==> images/util_map.png <==
7 x 7 tiles, from white (low) to dark blue (high), 0 to 100% covered.
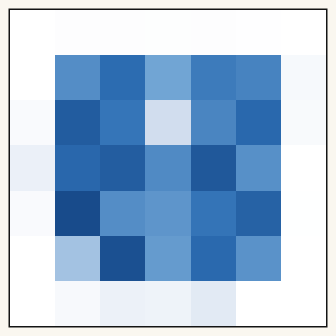
==> images/m3.png <==
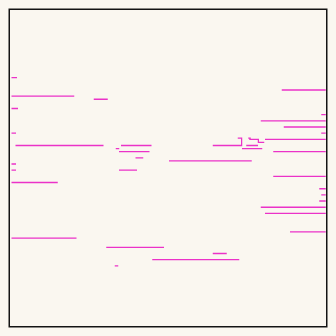
==> src/rtl/ta_reg_pkg.sv <==
// Shared op codes and init FSM encoding for the Tsetlin-automaton state bank.
// Imported by ta_state_cell and ta_state_register.
package ta_reg_pkg;

    localparam logic [1:0] OP_HOLD = 2'b00;
    localparam logic [1:0] OP_INC  = 2'b01;
    localparam logic [1:0] OP_DEC  = 2'b10;
    localparam logic [1:0] OP_LOAD = 2'b11;

    localparam logic [0:0] ST_IDLE = 1'b0;
    localparam logic [0:0] ST_INIT = 1'b1;

endpackage

==> src/rtl/ta_state_cell.sv <==
// One saturating WIDTH-bit Tsetlin-automaton state register.
// Ports: clk, rst_n (sync, active low), op, load_data, init_wr, state_q.
module ta_state_cell
    import ta_reg_pkg::*;
#(
    parameter int WIDTH       = 3,
    parameter int RESET_VALUE = 2**(WIDTH-1)-1
) (
    input  logic             clk,
    input  logic             rst_n,
    input  logic [1:0]       op,
    input  logic [WIDTH-1:0] load_data,
    input  logic             init_wr,
    output logic [WIDTH-1:0] state_q
);

    localparam logic [WIDTH-1:0] RST_VAL = WIDTH'(RESET_VALUE);
    localparam logic [WIDTH-1:0] MAX_VAL = '1;

    always_ff @(posedge clk) begin
        if (!rst_n) begin
            state_q <= RST_VAL;
        end else if (init_wr) begin
            // Sweep write wins over any op on this channel.
            state_q <= RST_VAL;
        end else begin
            unique case (op)
                OP_HOLD: state_q <= state_q;
                OP_INC:  if (state_q != MAX_VAL) state_q <= state_q + WIDTH'(1);
                OP_DEC:  if (state_q != '0) state_q <= state_q - WIDTH'(1);
                OP_LOAD: state_q <= load_data;
            endcase
        end
    end

endmodule

==> src/rtl/ta_state_register.sv <==
// Bank of NUM_TA Tsetlin-automaton state registers with a sequential init sweep.
// Ports: clk, rst_n (sync, active low), init_start, init_busy, op_valid,
//   op_ready, op[2*NUM_TA], load_data[WIDTH*NUM_TA], state_q, action.
// Optional macro TA_REG_SAT_FLAG_EN adds sat_hi/sat_lo flag outputs.
module ta_state_register
    import ta_reg_pkg::*;
#(
    parameter int NUM_TA      = 4,
    parameter int WIDTH       = 3,
    parameter int RESET_VALUE = 2**(WIDTH-1)-1
) (
    input  logic                    clk,
    input  logic                    rst_n,
    input  logic                    init_start,
    output logic                    init_busy,
    input  logic                    op_valid,
    output logic                    op_ready,
    input  logic [2*NUM_TA-1:0]     op,
    input  logic [WIDTH*NUM_TA-1:0] load_data,
    output logic [WIDTH*NUM_TA-1:0] state_q,
`ifdef TA_REG_SAT_FLAG_EN
    output logic [NUM_TA-1:0]       sat_hi,
    output logic [NUM_TA-1:0]       sat_lo,
`endif
    output logic [NUM_TA-1:0]       action
);

    localparam int IDX_W = (NUM_TA > 1) ? $clog2(NUM_TA) : 1;
    localparam logic [IDX_W-1:0] IDX_LAST = IDX_W'(NUM_TA-1);

    logic [0:0]       fsm_q;
    logic [IDX_W-1:0] idx_q;
    logic             accept;

    assign init_busy = (fsm_q == ST_INIT);
    assign op_ready  = ~init_busy;
    assign accept    = op_valid & op_ready;

    always_ff @(posedge clk) begin
        if (!rst_n) begin
            fsm_q <= ST_IDLE;
            idx_q <= '0;
        end else begin
            unique case (fsm_q)
                ST_IDLE: begin
                    if (init_start) begin
                        fsm_q <= ST_INIT;
                        idx_q <= '0;
                    end
                end
                ST_INIT: begin
                    if (idx_q == IDX_LAST) begin
                        fsm_q <= ST_IDLE;
                        idx_q <= '0;
                    end else begin
                        idx_q <= idx_q + IDX_W'(1);
                    end
                end
                default: begin
                    fsm_q <= ST_IDLE;
                    idx_q <= '0;
                end
            endcase
        end
    end

    for (genvar i = 0; i < NUM_TA; i++) begin : g_cell
        logic [1:0] cell_op;
        logic       cell_wr;

        // Unaccepted ops collapse to HOLD so cells never see stale codes.
        assign cell_op = accept ? op[2*i +: 2] : OP_HOLD;
        assign cell_wr = init_busy && (idx_q == IDX_W'(i));

        ta_state_cell #(
            .WIDTH       (WIDTH),
            .RESET_VALUE (RESET_VALUE)
        ) u_cell (
            .clk       (clk),
            .rst_n     (rst_n),
            .op        (cell_op),
            .load_data (load_data[WIDTH*i +: WIDTH]),
            .init_wr   (cell_wr),
            .state_q   (state_q[WIDTH*i +: WIDTH])
        );

        assign action[i] = state_q[WIDTH*i + WIDTH-1];

`ifdef TA_REG_SAT_FLAG_EN
        assign sat_hi[i] = (state_q[WIDTH*i +: WIDTH] == {WIDTH{1'b1}});
        assign sat_lo[i] = (state_q[WIDTH*i +: WIDTH] == '0);
`endif
    end

endmodule

==> config.mk <==
export PLATFORM = sky130hd
export DESIGN_NAME = ta_state_register
export DESIGN_NICKNAME = d
export VERILOG_FILES = /design/src/rtl/ta_reg_pkg.sv /design/src/rtl/ta_state_cell.sv /design/src/rtl/ta_state_register.sv
export SDC_FILE = /design/constraint.sdc
export NUM_CORES = 1
export LEC_CHECK = 0
export CORE_MARGIN = 8
export CORE_UTILIZATION = 46
export CTS_CLUSTER_DIAMETER = 100
export DETAILED_ROUTE_END_ITERATION = 8
export GPL_TIMING_DRIVEN = 0
export HOLD_SLACK_MARGIN = 0.1
export PLACE_DENSITY_LB_ADDON = 0.15
export SYNTH_ARGS = -nofsm -noshare
export SYNTH_HDL_FRONTEND = slang
export SYNTH_SLANG_ARGS = --single-unit
export TNS_END_PERCENT = 100
==> constraint.sdc <==
create_clock -name clk -period 2.5 [get_ports clk]
set_clock_uncertainty 0.1 [all_clocks]
set_input_delay 0.5 -clock clk [delete_from_list [all_inputs] [get_ports clk]]
set_output_delay 0.5 -clock clk [all_outputs]
set_load 0.005 [all_outputs]
==> GITHUB_STEP_SUMMARY <==
## PnR job results

| Metric | Value |
|---|---|
| Outcome | `completed` |
| Hold Path Stages | `2` |
| Post-Syn Area | `1320 um^2` |
| Distinct cell type count after synthesis | `37` |
| Leak pwr | `0.000721 uW` |
| Worst-Skew Late Latency | `0.28 ns` |
| Antenna cells | `0` |
| Sequential power | `285 uW` |
| Nets | `245` |
| Peak supply drop | `0.341 mV` |
| Cells after DPL | `239` |
| Worst-case hold path end point | `g_cell[1].u_cell.state_q[2]` |
| Slew Viols, Final | `0` |
| Fill cell count | `251` |
| Chip width | `69.6 um` |
| Area delta synth->final | `33.9%` |
| Worst Tran Pin Value | `0.561 ns` |
| Worst R2R Start | `init_busy` |
| Largest net degree at the start of global routing | `11` |
| Comb group | `299 uW` |
| Final total power | `732 uW` |
| Ys async rst share | `0` |
| Post-layout min period | `2.31 ns` |
| Rows | `19` |
| Post-CTS Setup Inserts | `0` |
| Vias per std cell | `5.75` |
| Clk slew on worst S/H paths | `0.10 ns` |
| Chip Area, Yosys | `1320 um^2` |
| Clk. pwr | `148 uW` |
| Final setup viols | `0` |
| Mapped Cells | `170` |
| Final worst-path cycle share | `0.926` |
| Post-synth regs | `15` |
| CP Capture Point | `g_cell[0].u_cell.state_q[2]` |
| Yosys warning count | `0` |
| Setup WS post-layout | `0.185 ns` |
| R2R Path End | `g_cell[0].u_cell.state_q[2]` |
| Resized Gates After CTS | `0` |
| Cts hold-fix bufs | `0` |
| TritonRoute pass-1 iters | `4` |
| Num CTS Buffers | `3` |
| Max Fclk | `432 MHz` |
| Ports | `42` |
| Htree depth | `1` |
| Worst reg2reg path depth | `10` |
| Number of nets with antenna violations after routing | `0` |
| Sequential Area | `300 um^2` |
| Flop pwr share | `0.389` |
| Final hold vios | `0` |
| Top FF cell, synth | `dfxtp_1` |
| Clk pwr share | `0.202` |
| Quantity of I/O buffers inserted on ports | `38` |
| Max Fanout on Critical Path | `10` |
| Synth Seq Share | `0.227` |
| CTS tree | `yes` |
| OpenROAD warning count | `29` |
| Wire per inst | `14.7 um` |
| Root Driver | `clkbuf_4` |
| Hold_sp | `g_cell[1].u_cell.state_q[2]` |
| CP Capture Type | `flip-flop` |
| Comb power frac | `0.409` |
| Vias in the first global route | `1311` |
| Worst EP arrival | `2.40 ns` |
| Routability cong. | `0.818` |
| Switching share of total power | `0.338` |
| Initial DRC Count | `164` |
| DRC | `0` |
| Power Density | `413 nW/um^2` |
| Post-Layout Cell Count | `243` |
| Post-synth EDFFs | `0` |
| Total GRT Usage | `0.141` |
| Layout cells sized above 1 | `0.0943` |
| Psw | `248 uW` |
| Internal Pwr Total | `485 uW` |
| Hold Slack | `0.448 ns` |
| Ys cells | `170` |
| Die Span Y | `69.6 um` |
| Startpoint Class | `flip-flop` |
## Picture notes: util_map.png
The mean over all tiles is 36%. The fullest tile reaches 89%. 20% of the tiles are over 75% full. The emptiest ninth of the die: south-west. 31% of the tiles are nearly empty. The densest ninth of the die: center.
Core Util, Final: 0.643
CORE AREA: 2760 um^2
Floorplan Utilization: 0.480

## Picture notes: m3.png
The wires run mostly horizontal. The longest straight run is 19.1 um. The layer holds 7.3% of the routed length.
vias: 1398
GR Util met3: 0.0372
final WL: 3570 um

## state kept, by name (all words and copies together) (netlist names)
name                   flops
g_cell.u_cell.state_q     12
idx_q                      2
init_busy                  1
## critical path, stage by stage, from the launching register on
cell and delay (ns):
dfxtp_1 0.42, nor2b_1 0.13, buf_2 0.22, nand2_1 0.10, nor2_1 0.14, xor2_1 0.17, ha_1 0.24, nor2_1 0.06
o211a_1 0.21, a211o_1 0.26, and4_1 0.18
## cells in the mapped netlist, types with 5 or more instances
| cell | count | area [um^2] |
|---|---|---|
| nand2_1 | 23 | 86.3 |
| dfxtp_1 | 15 | 300 |
| a21oi_1 | 11 | 55.1 |
| o21ai_0 | 10 | 50.1 |
| nand3_1 | 9 | 45.0 |
| nor2_1 | 9 | 33.8 |
| ha_1 | 8 | 100 |
| inv_1 | 6 | 22.5 |
| o211ai_1 | 6 | 45.0 |
| a21boi_0 | 5 | 37.5 |
| buf_2 | 5 | 25.0 |
| buf_4 | 5 | 37.5 |
| nor3_1 | 5 | 25.0 |
## kinds of logic after synthesis
kind of cell	after synthesis	share of synthesized area
xor gates and xnor gates	4	0.0265
adders and majority gates	8	0.0756
AOI/OAI and AO/OA	56	0.309
buffers and inverters	20	0.0813
muxes	7	0.0558
and+or+nand+nor	60	0.225
DFF	15	0.227
## per-stage QoR
stage | instance area (um^2) | util | setup TNS (ns)
2_1_floorplan | 1320 | - | 0
3_3_place_gp | 1740 | 0.632 | 0
3_5_place_dp | 1740 | 0.632 | -0.116
4_1_cts | 1770 | 0.643 | 0
5_1_grt | 1770 | 0.643 | 0
6_report | 1770 | 0.643 | 0
## layout make-up
type	count	share of cell area
clock inverter	1	0.00423
multi-input combinational	135	0.517
buffer	14	0.0480
inverter	6	0.0127
clock buffer	3	0.0127
timing repair buffer	38	0.215
tap	31	0.0219
sequential	15	0.169
## layout by cell type (no fill, tap or decap), types with 2 or more instances in the layout
| cell | Yosys | routed |
|---|---|---|
| a21boi_0 | 5 | 5 |
| a21oi_1 | 11 | 11 |
| a311oi_1 | 2 | 2 |
| buf_2 | 5 | 5 |
| buf_4 | 5 | 5 |
| clkbuf_1 | 3 | 3 |
| clkbuf_4 | 0 | 3 |
| clkdlybuf4s50_1 | 0 | 38 |
| dfxtp_1 | 15 | 15 |
| ha_1 | 8 | 8 |
| inv_1 | 6 | 6 |
| mux2_2 | 3 | 3 |
| mux2i_1 | 4 | 4 |
| nand2_1 | 23 | 23 |
| nand3_1 | 9 | 9 |
| nand3b_1 | 4 | 4 |
| nand4b_1 | 4 | 4 |
| nor2_1 | 9 | 9 |
| nor2b_1 | 3 | 3 |
| nor3_1 | 5 | 5 |
| o211ai_1 | 6 | 6 |
| o21ai_0 | 10 | 10 |
| o21bai_1 | 3 | 3 |
| o221a_1 | 2 | 2 |
| o22a_1 | 3 | 3 |
| o22ai_1 | 3 | 3 |
| o31a_1 | 4 | 4 |
| xor2_1 | 4 | 4 |
## per-layer routing
layer / global-route usage / routed length (um) / up-vias
li1: - / - / 712
met1: 0.179 / 1630 / 626
met2: 0.234 / 1650 / 56
met3: 0.0372 / 260 / 4
met4: 0.0290 / 40 / 0
met5: 0 / 0 / -
No activity file was given, so power comes from the tool's default toggle rates.
